==> src/rtl/serial_addsub8.sv <==
// Bit-serial adder/subtractor: one full-adder cell and a carry flop iterated LSB first over WIDTH cycles.
// Optional carry-in port (ADC/SBC semantics) is enabled by defining SERIAL_ADDSUB_CIN_EN.
module serial_addsub8 #(
    parameter int WIDTH = 8
) (
    input  logic             clk,
    input  logic             rst_n,
    input  logic             start,
    input  logic             sub,
    input  logic [WIDTH-1:0] a,
    input  logic [WIDTH-1:0] b,
`ifdef SERIAL_ADDSUB_CIN_EN
    input  logic             cin,
`endif
    output logic             ready,
    output logic             busy,
    output logic             done,
    output logic [WIDTH-1:0] result,
    output logic             cout,
    output logic             overflow,
    output logic             zero
);

    localparam int CW = (WIDTH > 2) ? $clog2(WIDTH) : 1;
    localparam logic [CW-1:0] LAST_BIT = CW'(WIDTH - 1);

    localparam logic [1:0] S_IDLE = 2'd0;
    localparam logic [1:0] S_RUN  = 2'd1;
    localparam logic [1:0] S_DONE = 2'd2;

    logic [1:0]       state;
    logic [WIDTH-1:0] sa;
    logic [WIDTH-1:0] sb;
    logic [WIDTH-1:0] sr;
    logic [CW-1:0]    cnt;
    logic             carry;
    logic             sign_a;
    logic             sign_b;

    logic             init_carry;
    logic             bit_sum;
    logic             bit_carry;
    logic [WIDTH-1:0] shifted;

    always_comb begin
`ifdef SERIAL_ADDSUB_CIN_EN
        init_carry = cin;
`else
        init_carry = sub;
`endif
        bit_sum   = sa[0] ^ sb[0] ^ carry;
        bit_carry = (sa[0] & sb[0]) | (sa[0] & carry) | (sb[0] & carry);
        shifted   = {bit_sum, sr[WIDTH-1:1]};
    end

    // Subtraction is a + ~b + 1: b is inverted once at capture, the +1 comes from the initial carry.
    always_ff @(posedge clk) begin
        // NOTE: every register here is state, so all assignments are non-blocking; the
        // combinational terms above are computed in always_comb from current values only.
        if (!rst_n) begin
            state    <= S_IDLE;
            sa       <= '0;
            sb       <= '0;
            sr       <= '0;
            cnt      <= '0;
            carry    <= 1'b0;
            sign_a   <= 1'b0;
            sign_b   <= 1'b0;
            result   <= '0;
            cout     <= 1'b0;
            overflow <= 1'b0;
            zero     <= 1'b0;
        end else begin
            case (state)
                S_IDLE, S_DONE: begin
                    if (start) begin
                        sa     <= a;
                        sb     <= sub ? ~b : b;
                        sr     <= '0;
                        cnt    <= '0;
                        carry  <= init_carry;
                        sign_a <= a[WIDTH-1];
                        sign_b <= sub ? ~b[WIDTH-1] : b[WIDTH-1];
                        state  <= S_RUN;
                    end else begin
                        state  <= S_IDLE;
                    end
                end
                S_RUN: begin
                    sa    <= sa >> 1;
                    sb    <= sb >> 1;
                    carry <= bit_carry;
                    sr    <= shifted;
                    cnt   <= cnt + 1'b1;
                    if (cnt == LAST_BIT) begin
                        result   <= shifted;
                        cout     <= bit_carry;
                        overflow <= (sign_a == sign_b) && (bit_sum != sign_a);
                        zero     <= (shifted == '0);
                        state    <= S_DONE;
                    end
                end
                default: state <= S_IDLE;
            endcase
        end
    end

    assign ready = (state != S_RUN);
    assign busy  = (state == S_RUN);
    assign done  = (state == S_DONE);

endmodule

==> config.mk <==
export PLATFORM = sky130hd
export DESIGN_NAME = serial_addsub8
export DESIGN_NICKNAME = d
export VERILOG_FILES = /design/src/rtl/serial_addsub8.sv
export SDC_FILE = /design/constraint.sdc
export NUM_CORES = 1
export LEC_CHECK = 0
export CAP_MARGIN = 0
export CORE_MARGIN = 1.5
export CORE_UTILIZATION = 40
export CTS_CLUSTER_SIZE = 20
export DETAILED_ROUTE_END_ITERATION = 12
export PLACE_DENSITY = 0.7
export SYNTH_ARGS = -nofsm -noshare
export SYNTH_HDL_FRONTEND = slang
export SYNTH_SLANG_ARGS = --single-unit
==> constraint.sdc <==
create_clock -name clk -period 1.65 [get_ports clk]
set_input_delay 0.165 -clock clk [delete_from_list [all_inputs] [get_ports clk]]
set_output_delay 0.165 -clock clk [all_outputs]
set_load 0.03 [all_outputs]
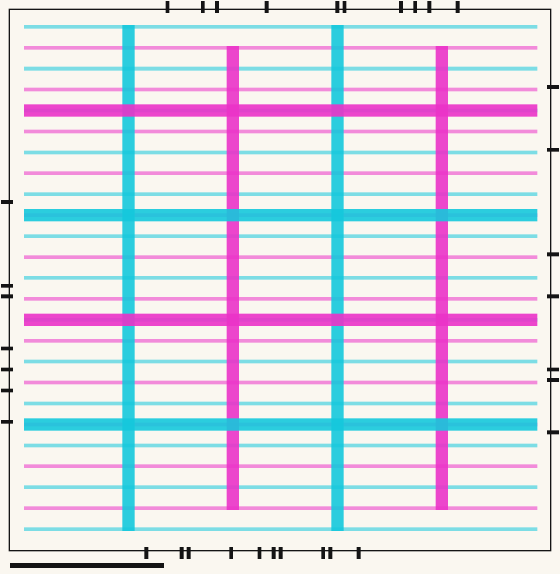
**Above:** run 1 (supply network).
Bar = 20 um. Pins as bars on the die edge.
[magenta] VDD
[cyan] VSS
met4 straps: 4
met1 rails: 25
rows: 24
met5 straps: 4
core area: 4350 sq um
Vert. Die Dim: 70.2 um
die span in x: 70.2 um
maximum VDD drop: 0.431 mV

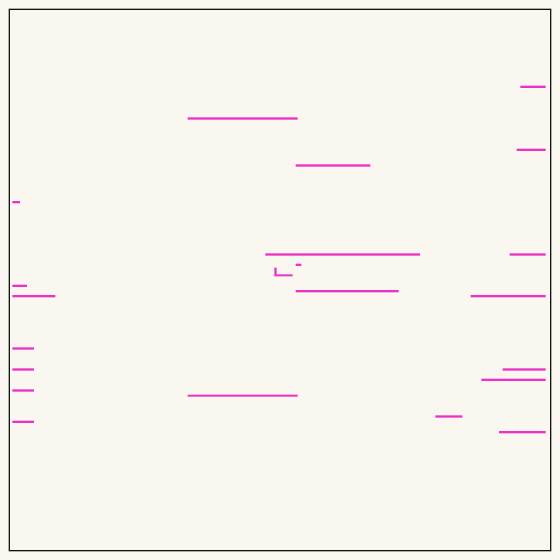
**Above:** run 1 (met3 routing).
nets with wire on the layer: 18
main direction: horizontal
longest straight run: 19.8 um
wire length on this layer: 134 um
M3 GR Usage: 4.62%
Total Wirelength: 3.67 mm
via count: 1,502

==> impl_metrics.tcl, run 1 <==
# flow metrics
set metrics [dict create \
    outcome "finished clean" \
    gp_congestion 0.728 \
    die_area_sq_um 4930 \
    clk_pin_slew_ps 80 \
    cts-root-buf "clkbuf_8" \
    route.met2.wl_mm 1.71 \
    cp-endpoint "busy" \
    maxPowerGroup "sequential cells" \
    setup_viol 0 \
    edf_count 0 \
    ys_sh_aoi_pct 23.1 \
    period_needed_ps 1540 \
    synth_cell_types 26 \
    critPathKind "register to output port" \
    met1_usage_pct 19.9 \
    ant_nets 0 \
    grt_pass1_vias 1416 \
    ys_chip_area_sq_um 1810 \
    regArea_sq_um 841 \
    flop_cell "dfxtp_1" \
    synth_area_sq_um 1810 \
    fin_setup_tns_ps 0 \
    dp_hpwl_mm 2.38 \
    seq_cell_power_w 0.00108 \
    antenna_cells 0 \
    swShare_pct 23.6 \
    htree_levels 2 \
    ys.warnings.count 0 \
    maxCapViolCount 0 \
    cpPeakStageDelay_ps 400 \
    top_usage_layer "met2" \
    power_w 0.00219 \
    top_logic_kind "AND-OR/OR-AND gates" \
    synthCells 201 \
    crit_path_end_kind "output port" \
    ys_sh_xor_pct 3.88 \
    use_met2_pct 26.1 \
    r2r_slack_ps 140 \
    fill_cells 411 \
    pwr-share-clk_pct 37.9 \
    cp.required_ps 1480 \
    async_flop_share_pct 0 \
    num-nonclk-buffers 39 \
    sequential_cell_total 42 \
    first_pass_iters 4 \
    wl_per_cell_um 13.0 \
    clkbuf_count 6 \
    clock_sinks 42 \
    p_seq_share_pct 49.3 \
    synth_area_leader_cell "dfxtp_1" \
    cp_top_family "buffers and inverters" \
    io_buffer_count 33 \
    synth.most_common_cell "dfxtp_1" \
    grt_overflow 0 \
    nonClkBufAreaFrac_pct 17.4 \
    mostFrequentLayoutCells "dfxtp_1 (42), a21boi_1 (34), nand2_1 (32)" \
    top_cells_by_count "dfxtp_1 (42), a21boi_1 (34), nand2_1 (32)" \
    leakagePower_nw 0.866 \
    crit_cells 4 \
    layout.area.comb_sq_um 883 \
    final_common_cell "dfxtp_1" \
    fin_crit_sh_pct 93.1 \
    dr_wl_met3_um 133 \
    hp-start "result[2]" \
    synth-simple-area-share_pct 19.4 \
    drtIter0Drc 88 \
    ys_cells 201 \
    ios 34 \
    cts_tree "done" \
    drive_above_1_share_pct 6.93 \
    hold_buffers 0 \
    top_layer "met4" \
    mux_area_share_pct 0 \
    cp_max_fo 16 \
    placed_area_sq_um 2190 \
    cellPowerDensity_nw_per_um2 950 \
    grt_usage_pct 16.0 \
    comb_power_share_pct 12.8 \
    warning_count 27 \
    finalClockSkew_ps 5.41 \
    power_switching_w 0.000517 \
    whs_path_depth 2 \
    dp.cells 276 \
    avgSynthCellArea_sq_um 8.98 \
    synthTopCellsByArea "dfxtp_1 (47%), a21boi_1 (14%), nand3_1 (7.5%)" \
    final_cell_area_sq_um 2310 \
    adder_share_pct 2.49 \
    drt-met1-wl_mm 1.79 \
    inv_count 1 \
    largestRegisters "result x8, sa x8, sb x8" \
    cp_data_arrival_time_ps 1370 \
    drc 0 \
    fin_hold_ws_ps 453 \
    cpMaxStageDelayCell "dfxtp_1" \
    cts_setup_buffers 0 \
    grt_setup_unrepaired "true" \
]
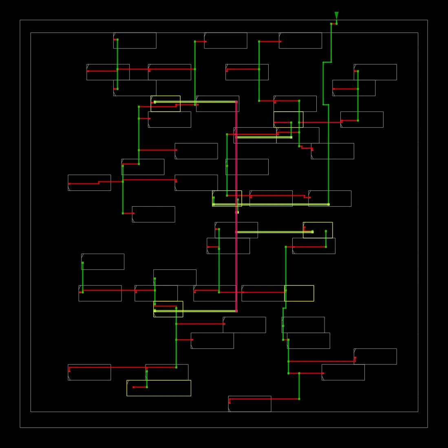
**Above:** run 1 (the clock network).
clk_lat worst skew: 300 ps
Num CTS Buffers: 5
Clock group: 0.000830 W

**Run 1: metal layers overlaid**

Bar = 20 um. Two of the layers only.
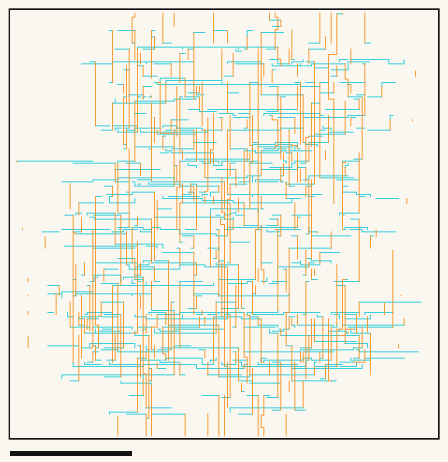

## Run 2: what changed since run 1
--- a/config.mk
+++ b/config.mk
@@ -6,7 +6,7 @@
 export NUM_CORES = 1
 export LEC_CHECK = 0
 export CAP_MARGIN = 0
-export CORE_MARGIN = 1.5
+export CORE_MARGIN = 3
 export CORE_UTILIZATION = 40
 export CTS_CLUSTER_SIZE = 20
 export DETAILED_ROUTE_END_ITERATION = 12
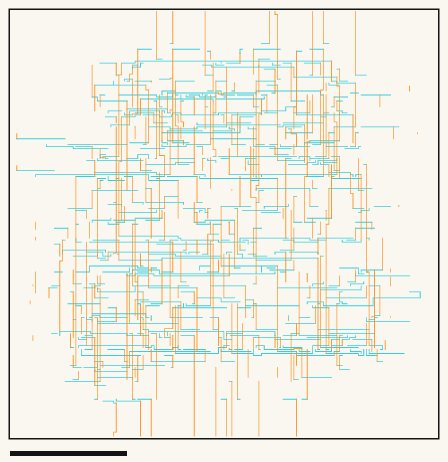
**Above:** run 2 (metal layers overlaid).
Bar = 20 um. Two of the layers only.
[orange] metal 2 | wire length: 1,690 um
[cyan] metal 1 | wire length: 1,800 um
Total GRT Usage: 15.2%
Total Wirelength: 3.73 mm

==> run 2 against run 1 <==
Compared with the run above: die area up 8.7%; via count down 0.13%; critical path type unchanged; count of clock-buffer cells in the layout up 1; largest cell class unchanged; critical path depth down 1; global-route usage down 0.78 points.
==> impl_metrics.tcl, run 2 <==
# flow metrics
set metrics [dict create \
    outcome "finished clean" \
    whs_path_depth 2 \
    synthCells 201 \
    mux_area_share_pct 0 \
    ys_sh_xor_pct 3.88 \
    clkbuf_count 7 \
    crit_cells 3 \
    cp_max_fo 30 \
    leakagePower_nw 0.861 \
    path_cells "nand2b_1 -> buf_4 -> buf_4" \
    cts_resized 0 \
    cp-endpoint "ready" \
    first_pass_iters 5 \
    r2r_end "overflow" \
    dr_wl_met3_um 189 \
    pwr-share-clk_pct 33.1 \
    warning_count 26 \
    die_y_um 73.2 \
    core_sq_um 4170 \
    largest_class "combinational gates" \
    startpoint "state[1]" \
    cp.required_ps 1480 \
    r2r_start "sa[0]" \
    grt_pass1_vias 1369 \
    seq_cell_power_w 0.00108 \
    nonClkBufAreaFrac_pct 17.7 \
    met1_usage_pct 19.5 \
    die_w_um 73.2 \
    r2r_slack_ps 160 \
    final_cell_area_sq_um 2290 \
    dp_hpwl_mm 2.40 \
    met3_usage_pct 4.27 \
    edf_count 0 \
    drt-met1-wl_mm 1.80 \
    wl_per_cell_um 13.2 \
    hold_buffers 0 \
    synth.most_common_cell "dfxtp_1" \
    fin_hold_ws_ps 453 \
    top_cells_by_count "dfxtp_1 (42), a21boi_1 (34), nand2_1 (32)" \
    async_flop_share_pct 0 \
    start_kind "register" \
    flop_cell "dfxtp_1" \
    top_logic_kind "AND-OR/OR-AND gates" \
    ant_nets 0 \
    cts-root-buf "clkbuf_8" \
    layout.area.comb_sq_um 883 \
    grt_first_pass_wirelength_mm 6.33 \
    r2r_cells 4 \
    synth_area_sq_um 1810 \
    hold_viol_final 0 \
    synth_area_leader_cell "dfxtp_1" \
    cp_top_family "buffers and inverters" \
    crit_path_end_kind "output port" \
    final_util_pct 54.9 \
    top_usage_layer "met2" \
    clock_sinks 42 \
    adder_share_pct 2.49 \
    grt_setup_unrepaired "false" \
    cellPowerDensity_nw_per_um2 888 \
    drive_above_1_share_pct 7.30 \
    finalClockSkew_ps 2.54 \
    use_met2_pct 24.1 \
    synth_cell_types 26 \
    synthTopCellsByArea "dfxtp_1 (47%), a21boi_1 (14%), nand3_1 (7.5%)" \
    placed_area_sq_um 2190 \
    synth-simple-area-share_pct 19.4 \
    ys_cells 201 \
    ir_worst_vdd_mv 0.375 \
    p_seq_share_pct 53.1 \
    swShare_pct 24.8 \
    regArea_sq_um 841 \
    comb_power_share_pct 13.8 \
    dp.cells 275 \
    die_area_sq_um 5360 \
    maxCapViolCount 0 \
    hp-start "result[2]" \
    grt_overflow 0 \
    fill_cells 417 \
    p_clk_w 0.000672 \
    fin_setup_tns_ps 0 \
    gp_congestion 0.772 \
    cpMaxStageDelayCell "dfxtp_1" \
    num_vias 1500 \
    ios 34 \
    cts_setup_buffers 0 \
    clk_pin_slew_ps 80 \
    grt_max_degree 44 \
    cts_tree "done" \
    clk_path_buf_depth 2 \
    ys.warnings.count 0 \
    antenna_cells 0 \
    htree_levels 2 \
    top_layer "met4" \
    num-nonclk-buffers 40 \
    avgSynthCellArea_sq_um 8.98 \
    ys_sh_aoi_pct 23.1 \
    maxPowerGroup "sequential cells" \
    route.met2.wl_mm 1.69 \
    critPathKind "register to output port" \
    inv_count 1 \
    dp_slack_ps 156 \
    cp_data_arrival_time_ps 1390 \
    ys_chip_area_sq_um 1810 \
    max_freq_mhz 642 \
    cpPeakStageDelay_ps 350 \
    io_buffer_count 33 \
    p_int_w 0.00153 \
    cts_buffers 5 \
    drtIter0Drc 83 \
    setup_viol 0 \
    power_switching_w 0.000504 \
    final_common_cell "dfxtp_1" \
    largestRegisters "result x8, sa x8, sb x8" \
    fin_crit_sh_pct 94.5 \
    sequential_cell_total 42 \
    period_needed_ps 1560 \
    mostFrequentLayoutCells "dfxtp_1 (42), a21boi_1 (34), nand2_1 (32)" \
    power_w 0.00203 \
    drc 0 \
    layout.cells.non_filler 283 \
    clk_latency_ps 290 \
    initial_core_util_pct 43.3 \
]
**Run 2: the clock network**

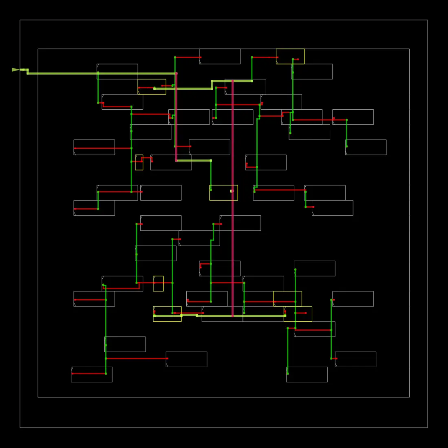

## Run 3: what changed since run 2
--- a/config.mk
+++ b/config.mk
@@ -10,6 +10,7 @@
 export CORE_UTILIZATION = 40
 export CTS_CLUSTER_SIZE = 20
 export DETAILED_ROUTE_END_ITERATION = 12
+export GPL_TIMING_DRIVEN = 0
 export PLACE_DENSITY = 0.7
 export SYNTH_ARGS = -nofsm -noshare
 export SYNTH_HDL_FRONTEND = slang
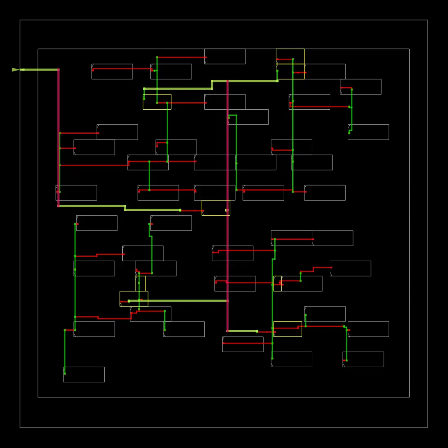
**Above:** run 3 (the clock network).
clock buffers: 7
Clock group: 0.000682 W
Flops: 42
Worst Skew: 5.28 ps
Sink Count: 42

==> run 3 against run 2 <==
Compared with the run above: die area stayed put; global-route usage is 0.49 points higher; non-clock buffer count is 7 higher; fmax is 1.0% higher; critical path type unchanged; clock skew is 2.7 ps higher; via count is 0.73% higher; critical path depth stayed put.
==> impl_metrics.tcl, run 3 <==
# flow metrics
set metrics [dict create \
    wl_per_cell_um 13.5 \
    cp.required_ps 1480 \
    p_int_w 0.00152 \
    leakagePower_nw 0.864 \
    htree_levels 2 \
    power_w 0.00204 \
    synthCells 201 \
    drtIter0Drc 80 \
    die_w_um 73.2 \
    cpMaxStageDelayCell "dfxtp_1" \
    max_freq_mhz 648 \
    ios 34 \
    power_switching_w 0.000519 \
    met3_usage_pct 4.55 \
    grt_pass1_vias 1422 \
    path_cells "nand2b_2 -> clkbuf_4 -> clkdlybuf4s15_2" \
    cp_data_arrival_time_ps 1380 \
    cpPeakStageDelay_ps 360 \
    drt-met1-wl_mm 1.92 \
    outcome "finished clean" \
    cts-root-buf "clkbuf_8" \
    swShare_pct 25.5 \
    top_logic_kind "AND-OR/OR-AND gates" \
    final_cell_area_sq_um 2290 \
    layout.area.comb_sq_um 886 \
    use_met2_pct 24.5 \
    synth_area_leader_cell "dfxtp_1" \
    setup_viol 0 \
    r2r_end "overflow" \
    ys.warnings.count 0 \
    io_buffer_count 32 \
    comb_power_share_pct 13.6 \
    cts_buffers 5 \
    drc 0 \
    gp_congestion 0.757 \
    period_needed_ps 1540 \
    flop_cell "dfxtp_1" \
    whs_path_depth 3 \
    antenna_cells 0 \
    nonClkBufAreaFrac_pct 17.5 \
    dp_hpwl_mm 2.72 \
    cp_max_fo 10 \
    dp_slack_ps -134 \
    drt_wl_total_mm 3.93 \
    r2r_slack_ps 170 \
    adder_share_pct 2.49 \
    synth.most_common_cell "dfxtp_1" \
    r2r_start "sa[0]" \
    crit_cells 3 \
    fin_hold_ws_ps 344 \
    hp-start "sub" \
    inv_count 1 \
    cts_setup_buffers 0 \
    placed_area_sq_um 2190 \
    maxPowerGroup "sequential cells" \
    maxCapViolCount 0 \
    seq_cell_power_w 0.00108 \
    r2r_cells 4 \
    synthTopCellsByArea "dfxtp_1 (47%), a21boi_1 (14%), nand3_1 (7.5%)" \
    cp_top_family "buffers and inverters" \
    synth-simple-area-share_pct 19.4 \
    ir_worst_vdd_mv 0.423 \
    fill_cells 390 \
    avgSynthCellArea_sq_um 8.98 \
    p_seq_share_pct 53.0 \
    synth_cell_types 26 \
    die_y_um 73.2 \
    warning_count 26 \
    cts_resized 6 \
    initial_core_util_pct 43.3 \
    top_cells_by_count "dfxtp_1 (42), a21boi_1 (34), nand2_1 (32)" \
    route.met2.wl_mm 1.77 \
    crit_path_end_kind "output port" \
    ys_cells 201 \
    dr_wl_met3_um 167 \
    top_layer "met4" \
    drive_above_1_share_pct 9.17 \
    pwr-share-clk_pct 33.4 \
    grt_usage_pct 15.7 \
]
Power is estimated from default activity; no workload was simulated.
